===== src/rtl/tick_div_ctrl.sv =====
`default_nettype none
// ============================================================================
//  Module   : tick_div_ctrl
//  Purpose  : Programmable tick / clock-divider controller. While enabled it
//             emits a one-cycle tick every N cycles and a divided square wave
//             of period N (high ceil(N/2), low floor(N/2)). The ratio N can be
//             reprogrammed through a valid/ready handshake; changes requested
//             while running are held in a shadow register and take effect at
//             the next period boundary so no period is ever truncated.
//  Ports    : clk        - system clock, rising edge
//             rst_n      - asynchronous active-low reset
//             en         - run enable
//             cfg_div    - requested divide ratio (WIDTH bits, must be >= 2)
//             cfg_valid  - cfg_div offered this cycle
//             cfg_ready  - controller can accept a configuration
//             cfg_err    - one-cycle pulse: offered ratio rejected
//             tick       - one-cycle pulse every N cycles
//             div_out    - divided square wave, period N
//             cur_div    - ratio currently in effect
//             busy       - a configuration is pending, not yet applied
//  Revision : 1.0 - initial release
// ============================================================================
module tick_div_ctrl #(
   parameter int WIDTH       = 8,
   parameter int DEFAULT_DIV = 5
) (
   input  logic             clk,
   input  logic             rst_n,
   input  logic             en,
   input  logic [WIDTH-1:0] cfg_div,
   input  logic             cfg_valid,
   output logic             cfg_ready,
   output logic             cfg_err,
   output logic             tick,
   output logic             div_out,
   output logic [WIDTH-1:0] cur_div,
   output logic             busy
);

   localparam logic [1:0] ST_IDLE = 2'd0;
   localparam logic [1:0] ST_RUN  = 2'd1;
   localparam logic [1:0] ST_PEND = 2'd2;

   localparam logic [WIDTH-1:0] c_default_div = WIDTH'(DEFAULT_DIV);
   localparam logic [WIDTH-1:0] c_min_div     = WIDTH'(2);
   localparam logic [WIDTH-1:0] c_one         = WIDTH'(1);
   localparam logic [WIDTH-1:0] c_zero        = '0;

   // Registered state
   logic [1:0]       r_state;
   logic [WIDTH-1:0] r_cnt;
   logic [WIDTH-1:0] r_cur_div;
   logic [WIDTH-1:0] r_shadow;
   logic             r_tick;
   logic             r_div_out;
   logic             r_cfg_err;
   logic             r_busy;
   logic             r_cfg_ready;

   // Next-state values
   logic [1:0]       w_state_nxt;
   logic [WIDTH-1:0] w_cnt_nxt;
   logic [WIDTH-1:0] w_cur_div_nxt;
   logic [WIDTH-1:0] w_shadow_nxt;
   logic             w_tick_nxt;
   logic             w_div_out_nxt;
   logic             w_cfg_err_nxt;
   logic             w_busy_nxt;
   logic             w_cfg_ready_nxt;

   // Handshake decode. cfg_ready is a register that always mirrors the
   // current state, so using it here is equivalent to decoding the state.
   logic             w_xfer;
   logic             w_bad;
   logic             w_good;
   logic             w_wrap;
   logic [WIDTH-1:0] w_cnt_inc;
   logic [WIDTH:0]   w_cur_ext;
   logic [WIDTH:0]   w_half;

   assign w_xfer    = cfg_valid & r_cfg_ready;
   assign w_bad     = (cfg_div < c_min_div);
   assign w_good    = w_xfer & ~w_bad;
   // cur_div is always >= 2 and cnt never exceeds cur_div-1, so neither the
   // subtraction nor the increment can wrap around, even at N = 2^WIDTH-1.
   assign w_wrap    = (r_cnt == (r_cur_div - c_one));
   assign w_cnt_inc = r_cnt + c_one;

   // -------------------------------------------------------------------------
   // State register
   // -------------------------------------------------------------------------
   always_ff @(posedge clk or negedge rst_n) begin
      if (!rst_n) begin
         r_state     <= ST_IDLE;
         r_cnt       <= c_zero;
         r_cur_div   <= c_default_div;
         r_shadow    <= c_default_div;
         r_tick      <= 1'b0;
         r_div_out   <= 1'b0;
         r_cfg_err   <= 1'b0;
         r_busy      <= 1'b0;
         r_cfg_ready <= 1'b1;
      end else begin
         r_state     <= w_state_nxt;
         r_cnt       <= w_cnt_nxt;
         r_cur_div   <= w_cur_div_nxt;
         r_shadow    <= w_shadow_nxt;
         r_tick      <= w_tick_nxt;
         r_div_out   <= w_div_out_nxt;
         r_cfg_err   <= w_cfg_err_nxt;
         r_busy      <= w_busy_nxt;
         r_cfg_ready <= w_cfg_ready_nxt;
      end
   end

   // -------------------------------------------------------------------------
   // Next-state and datapath logic
   // -------------------------------------------------------------------------
   always_comb begin
      w_state_nxt   = r_state;
      w_cnt_nxt     = r_cnt;
      w_cur_div_nxt = r_cur_div;
      w_shadow_nxt  = r_shadow;

      case (r_state)
         ST_IDLE: begin
            // Idle: ratio changes apply immediately; a simultaneous enable
            // starts the first period with the new ratio.
            w_cnt_nxt = c_zero;
            if (w_good) w_cur_div_nxt = cfg_div;
            if (en)     w_state_nxt   = ST_RUN;
         end

         ST_RUN: begin
            if (!en) begin
               // Leaving run: nothing can be pending here, but a request
               // accepted on this very edge is applied directly.
               w_state_nxt = ST_IDLE;
               w_cnt_nxt   = c_zero;
               if (w_good) w_cur_div_nxt = cfg_div;
            end else begin
               w_cnt_nxt = w_wrap ? c_zero : w_cnt_inc;
               // Even on a wrap edge the new ratio only lands in the shadow,
               // so the following period still runs with the old ratio.
               if (w_good) begin
                  w_shadow_nxt = cfg_div;
                  w_state_nxt  = ST_PEND;
               end
            end
         end

         ST_PEND: begin
            if (!en) begin
               w_state_nxt   = ST_IDLE;
               w_cnt_nxt     = c_zero;
               w_cur_div_nxt = r_shadow;
            end else if (w_wrap) begin
               w_state_nxt   = ST_RUN;
               w_cnt_nxt     = c_zero;
               w_cur_div_nxt = r_shadow;
            end else begin
               w_cnt_nxt = w_cnt_inc;
            end
         end

         default: begin
            w_state_nxt = ST_IDLE;
            w_cnt_nxt   = c_zero;
         end
      endcase
   end

   // -------------------------------------------------------------------------
   // Output logic (next values of the registered outputs)
   // -------------------------------------------------------------------------
   // Half-period threshold ceil(N/2), one bit wider so N = 2^WIDTH-1 fits.
   assign w_cur_ext = {1'b0, w_cur_div_nxt};
   assign w_half    = (w_cur_ext + (WIDTH+1)'(1)) >> 1;

   always_comb begin
      w_tick_nxt      = 1'b0;
      w_div_out_nxt   = 1'b0;
      w_cfg_err_nxt   = w_xfer & w_bad;
      w_busy_nxt      = (w_state_nxt == ST_PEND);
      w_cfg_ready_nxt = (w_state_nxt != ST_PEND);

      if (w_state_nxt != ST_IDLE) begin
         w_div_out_nxt = ({1'b0, w_cnt_nxt} < w_half);
         if (r_state != ST_IDLE) w_tick_nxt = w_wrap;
      end
   end

   assign cfg_ready = r_cfg_ready;
   assign cfg_err   = r_cfg_err;
   assign tick      = r_tick;
   assign div_out   = r_div_out;
   assign cur_div   = r_cur_div;
   assign busy      = r_busy;

endmodule
`default_nettype wire


===== config.mk =====
export PLATFORM = sky130hd
export DESIGN_NAME = tick_div_ctrl
export DESIGN_NICKNAME = d
export VERILOG_FILES = /design/src/rtl/tick_div_ctrl.sv
export SDC_FILE = /design/constraint.sdc
export NUM_CORES = 1
export LEC_CHECK = 0
export ABC_AREA = 0
export CAP_MARGIN = 5
export CORE_MARGIN = 1
export CORE_UTILIZATION = 58
export CTS_BUF_LIST = sky130_fd_sc_hd__clkbuf_4
export CTS_CLUSTER_SIZE = 25
export DETAILED_ROUTE_END_ITERATION = 10
export PLACE_DENSITY = 0.9
export SLEW_MARGIN = 30
export SYNTH_ARGS = -nofsm -noshare
export SYNTH_HDL_FRONTEND = slang
export SYNTH_SLANG_ARGS = --single-unit

===== constraint.sdc =====
create_clock -name clk -period 5.01 [get_ports clk]
set_input_delay 0.501 -clock clk [delete_from_list [all_inputs] [get_ports clk]]
set_output_delay 0.501 -clock clk [all_outputs]
set_load 0.01 [all_outputs]

Figure 1. The metal 1 layer (run 1).
Scale: 10 px per micron. Supply wires on this layer in grey.
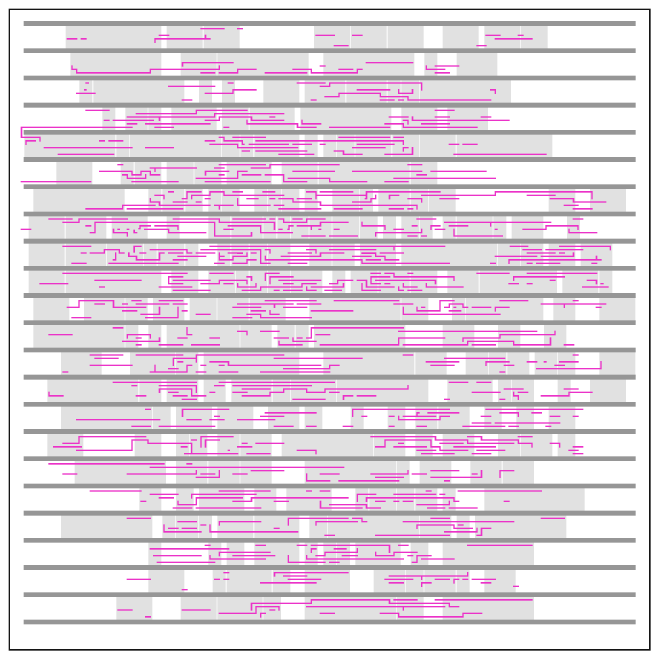
- share of all routed wire: 41%
- main direction: horizontal

Figure 2. Wiring by layer (run 1).
Scale: 8 px per micron. Two of the layers only.
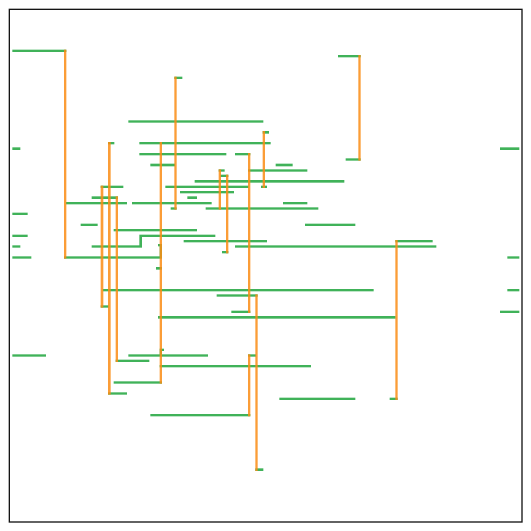
- orange: M4 (wire length 241 microns)
- green: M3 (wire length 385 microns)

==> run notes, run 1 <==
The full implementation flow was run.

The measured slew at the worst slew-check pin stands at 816 ps. The violation tally recorded at the end of detailed-routing iteration 0 is 142. For reference, simple AND, OR, NAND and NOR cells occupy 20.6% of the area reported after synthesis. STA lists the startpoint of the worst hold path as r_shadow[7]$_DFFE_PN0P_. The final timing report lists a hold violation count of 0.

Per the GRT log, the top usage layer is met2. The worst setup path is launched from a flip-flop. The number of warnings printed during yosys synthesis stands at 0.

The met3 track demand over resource stands at 6.07%. The kind of cell with the highest combined delay along the critical path is simple AND/OR/NAND/NOR gates. The number of synthesized register bits stands at 31. In this run the tightest slew margin relative to its limit is 45.4%. In this run the worst hold path is classified as flip-flop to flip-flop.

The detailed router used layers up to and including met4. Sequential cells were found to cover 35.2% of the synthesized design area. Per the CTS log, the root buffer master is clkbuf_4. The startpoint identified for the worst register-to-register timing path is cur_div[0]$_DFF_PN1_. The post-route clock skew stands at 10.2 ps. Post-synth the commonest register cell is dfrtp_1. The worst hold path terminates at r_shadow[7]$_DFFE_PN0P_.

After synthesis the cells add up to 2220 sq um. CTS reports a maximum clock tree buffer depth of 2. The wire length of the first global-routing pass stands at 8.63 mm. The share of post-route cells with drive strength above 1 stands at 12.3%. The flow ran to the end, and the final reports show no timing, DRC or antenna violations. The smallest clock period supported by the final layout is computed as 4410 ps. The antenna diode count stands at 0. Summed over all nets, wire length on met3 after detailed routing comes to about 380 microns. The floorplan has 22 rows.

The report lists the number of cells resized after CTS as 0. Buffers inserted to repair hold after CTS numbered 0. The width of the chip stands at 63.9 microns. The flow reports an fmax of between 200 and 250 MHz. Per the run summary, max-cap violations total 0. In the global route stage, met1 resource usage came out at approximately a third.
Figure 3. Metal 4 (run 1).
Scale: 8 px per micron. Supply wires on this layer in grey.
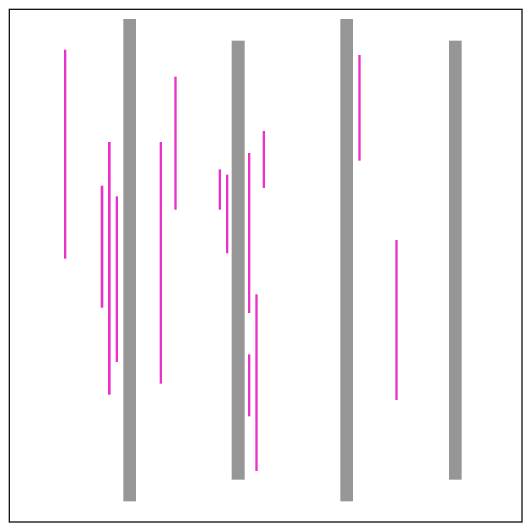
- longest straight run: 31.3 microns
- nets with wire on the layer: 14
- share of all routed wire: 4.8%
- main direction: vertical
- wire length on this layer: 241 microns

[run 1: power breakdown]
group          switching, mW  internal (mW)
Combinational          0.433          0.351
Sequential             0.107          0.345
Clock                 0.0854         0.0580
[run 1: through the flow]
stage	worst slack (ps)	instances	hold slack (ps)	area, sq um	utilization (%)
6_report	596	308	523	2540	69.3
5_1_grt	308	308	539	2540	69.3
4_1_cts	629	308	526	2540	69.3
3_5_place_dp	693	300	498	2480	67.8
3_3_place_gp	808	300	496	2480	67.8
2_1_floorplan	1140	234	205	2220	-
[run 1: final cells by class]
class | instances | area (sq um)
multi-input combinational | 183 | 1340
fill | 280 | 1120
sequential | 31 | 782
timing repair buffer | 26 | 255
tap | 48 | 60.1
clock buffer | 6 | 45.0
inverter | 12 | 45.0
clock inverter | 2 | 8.76
==> run 2, diff against run 1 <==
--- a/config.mk
+++ b/config.mk
@@ -6,7 +6,7 @@
 export NUM_CORES = 1
 export LEC_CHECK = 0
 export ABC_AREA = 0
-export CAP_MARGIN = 5
+export CAP_MARGIN = 25
 export CORE_MARGIN = 1
 export CORE_UTILIZATION = 58
 export CTS_BUF_LIST = sky130_fd_sc_hd__clkbuf_4
Figure 4. Routing congestion (run 2).
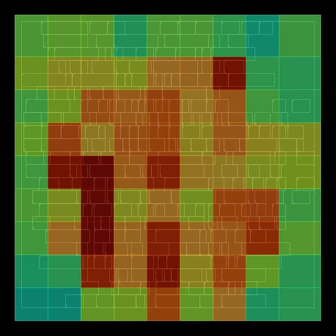
total track usage: 27.6%
met1 demand-to-capacity share in global routing: 33.8%
Routed wire per std cell: 16.2 microns

Figure 5. Sequential cells coloured by netlist name (run 2).
Scale: 8 px per micron.
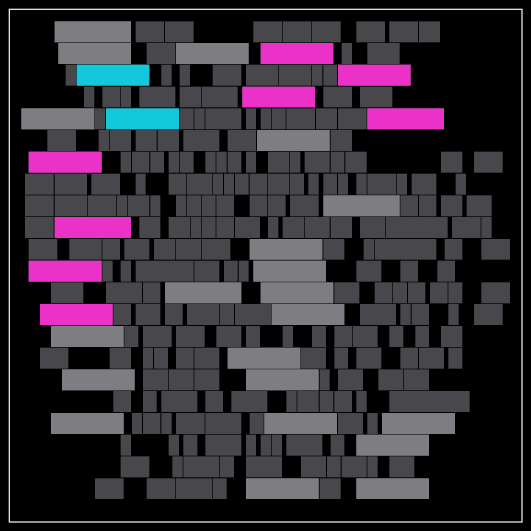
- magenta: r_shadow (sequential cells 8)
- cyan: r_state (sequential cells 2)

==> run 2 against run 1 <==
Effect of this change:
- register-to-register slack about the same
- maximum frequency did not move
- sequential power barely moved
- combinational power barely moved
- sequential share of layout area unchanged
- total power unchanged
- first-iteration DRC count is the same
- utilization is the same
- critical path type unchanged
- highest routed layer unchanged
==> run notes, run 2 <==
The full implementation flow was run.

The post-synthesis simple-gate area fraction stands at 20.6% (unchanged). The met3 wire length came to 384 microns (unchanged). The number of warnings printed during yosys synthesis stands at 0 (unchanged).

The final hold slack came to 523 ps (unchanged). The least setup slack across all paths after layout came to 596 ps (unchanged). The count of placed standard cells in the final layout, fillers left out stands at 308 (unchanged). The share of post-route cells with drive strength above 1 came to 12.3% (unchanged). The number of hold-repair buffers added at the cts stage was 0 (unchanged). The launch point of the worst register-to-register path is recorded as cur_div[0]$_DFF_PN1_.

The power drawn by the combinational cells stands at 0.784 mW (about the same). The summed instance area of the synthesized netlist stands at 2220 sq um (unchanged). The worst-case clock buffer depth stands at 2 (unchanged). The remaining max-slew budget at the tightest pin is 45.4% (unchanged). The violation tally from detailed-route iteration zero stands at 142 (unchanged). The highest achievable clock rate stands at 227 MHz (unchanged).

The antenna diode count stands at 0 (unchanged). The run finished with clean final reports. Looking at the cell usage after synthesis, the top flip-flop cell is dfrtp_1. The switching part of the total power stands at 45.3% (unchanged). The and-or/or-and share of the synthesized area stands at approximately 19%. After detailed routing, the total wire length is 5.00 mm. The measured slew at the worst slew-check pin came to 816 ps (unchanged).

The wire length of the first global-routing pass came to 8.63 mm (unchanged). The power in sequential cells stands at 0.451 mW (about the same). The area fraction in mux cells stands at 5.40%. For hold timing, the worst endpoint is r_shadow[7]$_DFFE_PN0P_.

The number of synthesized register bits stands at 31 (unchanged). The count of endpoints failing hold in the final timing report was 0 (unchanged). The part of the power in registers is 32.7% (about the same). The post-cts repair resize count was 0 (unchanged). The internal portion of total power is 0.754 mW (unchanged). The proportion of synthesized chip area in sequential cells stands at 35.2% (unchanged). The worst slack at placement was 693 ps (unchanged). STA classifies the critical path startpoint as a flip-flop. The capture point of the critical path was reported as div_out$_DFF_PN0_. The post-layout instance area stands at 2540 sq um (unchanged). The post-route clock skew was 10.2 ps (unchanged). The reported net switching power stands at 0.625 mW (unchanged). Per the CTS log, the root buffer master is clkbuf_4. The standard-cell row count came to 22 (unchanged).

Signal routing reaches up to met4. The number of placed cells counting well taps stands at 300 (unchanged). For the worst min-delay path, the startpoint reported by OpenROAD is r_shadow[7]$_DFFE_PN0P_. The total placed instance area stands at 2480 sq um (unchanged). The final core utilization stands at 69.3% (unchanged). The tightest min-delay check is of the flip-flop to flip-flop type. The total clock network power was 0.143 mW (about the same).

The largest share of the power goes to combinational logic.
## run 2: critical path: stages, from the launching register on
cell      delay (ps)
dfstp_2          650
inv_1             90
ha_1             300
nor2b_1          160
or3_1            340
a31oi_1          300
o211ai_4         250
nor2b_1          230
o32a_1           390
ha_1             240
and3_1           180
xnor2_1          140
ha_1             320
a21oi_1          190
nor2b_1           70
o21ai_0          150
nand2_1           70
nor4_1           230
## run 2: cell type report
class / count / area, sq um
multi-input cells: 183 / 1340
fillers: 280 / 1120
well taps: 48 / 60.1
clock buffers: 6 / 45.0
repair buffers: 26 / 255
inverters: 12 / 45.0
flip-flops and latches: 31 / 782
clock inverters: 2 / 8.76
## run 2: per-layer routing
layer  up-vias  track usage [%]
met5         -                0
met4         0             15.3
met3        31             6.07
met2        91             44.7
met1       898             33.8
li1        898                -
==> run 3, diff against run 2 <==
--- a/config.mk
+++ b/config.mk
@@ -13,7 +13,7 @@
 export CTS_CLUSTER_SIZE = 25
 export DETAILED_ROUTE_END_ITERATION = 10
 export PLACE_DENSITY = 0.9
-export SLEW_MARGIN = 30
+export SLEW_MARGIN = 15
 export SYNTH_ARGS = -nofsm -noshare
 export SYNTH_HDL_FRONTEND = slang
 export SYNTH_SLANG_ARGS = --single-unit
Figure 6. Metal 4 (run 3).
Scale: 8 px per micron. Supply wires on this layer in grey.
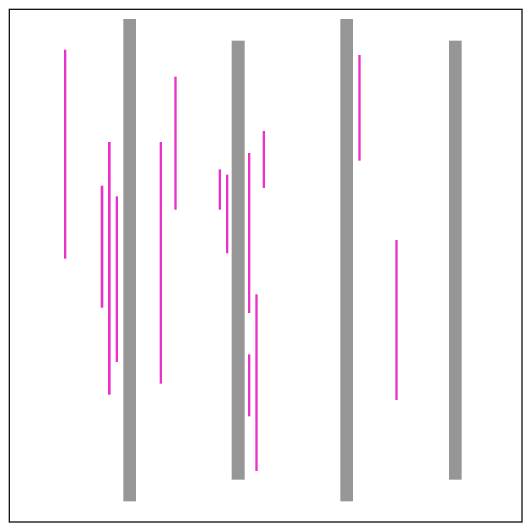
- main direction: vertical
- nets with wire on the layer: 14
- share of all routed wire: 4.8%

Figure 7. Wiring by layer (run 3).
Scale: 8 px per micron. Two of the layers only.
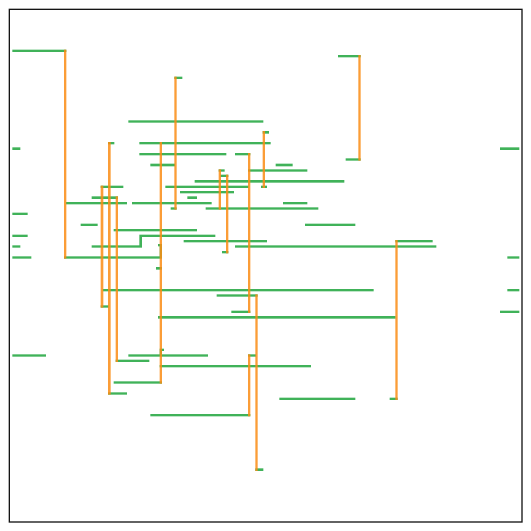
- orange: M4 (wire length 241 microns)
- green: M3 (wire length 385 microns)

==> run 3 against run 2 <==
Effect of this change:
- non-clock buffer count stayed put
- largest power group unchanged
- worst setup slack did not move
- combinational power about the same
- highest routed layer unchanged
- critical path depth unchanged
- via count unchanged
- die size unchanged
- synthesized area stayed put
==> run notes, run 3 <==
The full implementation flow was run.

The least setup slack across all paths after layout was 596 ps (unchanged). The antenna diode count is 0 (unchanged). The power drawn by the combinational cells came to 0.784 mW (about the same). The met2 demand-to-capacity share in global routing stands at 44.7% (unchanged). The wire length of the first global-routing pass came to 8.63 mm (unchanged). Per the timing report, the most critical flop-to-flop path originates at cur_div[0]$_DFF_PN1_. The timing report shows that the slowest cell on the worst path is dfstp_2. The met1 track utilization from global routing stands at 33.8% (unchanged). The worst-case clock buffer depth stands at 2 (unchanged).

The proportion of synthesized chip area in sequential cells stands at 35.2% (unchanged). In the hold report, the worst path ends at r_shadow[7]$_DFFE_PN0P_. The average wire per cell in the routed design stands at 16.2 microns (unchanged). The summed instance area of the synthesized netlist stands at 2220 sq um (unchanged).

The number of synthesized register bits is 31 (unchanged). The worst setup path is launched from a flip-flop. The run finished with clean final reports. The number of buffer and inverter stages on the critical path stands at 1 (unchanged). The number of warnings printed during yosys synthesis stands at 0 (unchanged). The met3 wire length stands at 384 microns (unchanged).

The part of the power in registers stands at 32.7% (about the same). The count of endpoints failing hold in the final timing report stands at 0 (unchanged). The critical path depth in cells is 17 (unchanged). Clock tree synthesis selected as its root buffer the cell clkbuf_4. The violation tally from detailed-route iteration zero stands at 142 (unchanged). The measured slew at the worst slew-check pin came to 816 ps (unchanged).

The remaining max-slew budget at the tightest pin was 45.4% (unchanged). The worst slack at placement stands at 693 ps (unchanged). The post-cts repair resize count stands at 0 (unchanged).

Global routing put the most usage on met2. The commonest register cell is dfrtp_1. The post-route clock skew stands at 10.2 ps (unchanged).

The kind of cell with the highest combined delay along the critical path is simple AND/OR/NAND/NOR gates. The total clock network power stands at 0.143 mW (about the same). The total placed instance area stands at 2480 sq um (unchanged). The final hold slack stands at 523 ps (unchanged).

The number of placed cells counting well taps stands at 300 (unchanged). The total global-route track usage stands at 27.6% (unchanged). Listed in order, past its start point the critical path passes inv_1 -> ha_1 -> nor2b_1 -> or3_1 -> a31oi_1 -> o211ai_4 -> nor2b_1 -> o32a_1 -> ha_1 -> and3_1 -> xnor2_1 -> ha_1 -> a21oi_1 -> nor2b_1 -> o21ai_0 -> nand2_1 -> nor4_1. The share of post-route cells with drive strength above 1 came to 12.3% (unchanged). The largest share of the power goes to combinational logic. The detailed-route wire length is 5.00 mm (unchanged). For reference, the critical path is captured by div_out$_DFF_PN0_. For the worst min-delay path, the startpoint reported by OpenROAD is r_shadow[7]$_DFFE_PN0P_.
-- run 3: cell counts in the layout (fill, tap and decap cells not counted) --
No cell type changed its count.
-- run 3: area by class of cell --
type | instances | area, sq um
flip-flops and latches | 31 | 782
multi-input cells | 183 | 1340
clock buffers | 6 | 45.0
inverters | 12 | 45.0
well taps | 48 | 60.1
fillers | 280 | 1120
clock inverters | 2 | 8.76
repair buffers | 26 | 255
-- run 3: logic make-up after synthesis --
group / after synthesis / share of synthesized area (%)
buffers and inverters: 20 / 4.50
and+or+nand+nor: 85 / 20.6
DFF: 31 / 35.2
xor gates and xnor gates: 20 / 7.88
adders and majority gates: 14 / 7.88
AOI/OAI and AO/OA: 53 / 18.6
muxes: 11 / 5.40
Power is estimated from default activity; no workload was simulated.
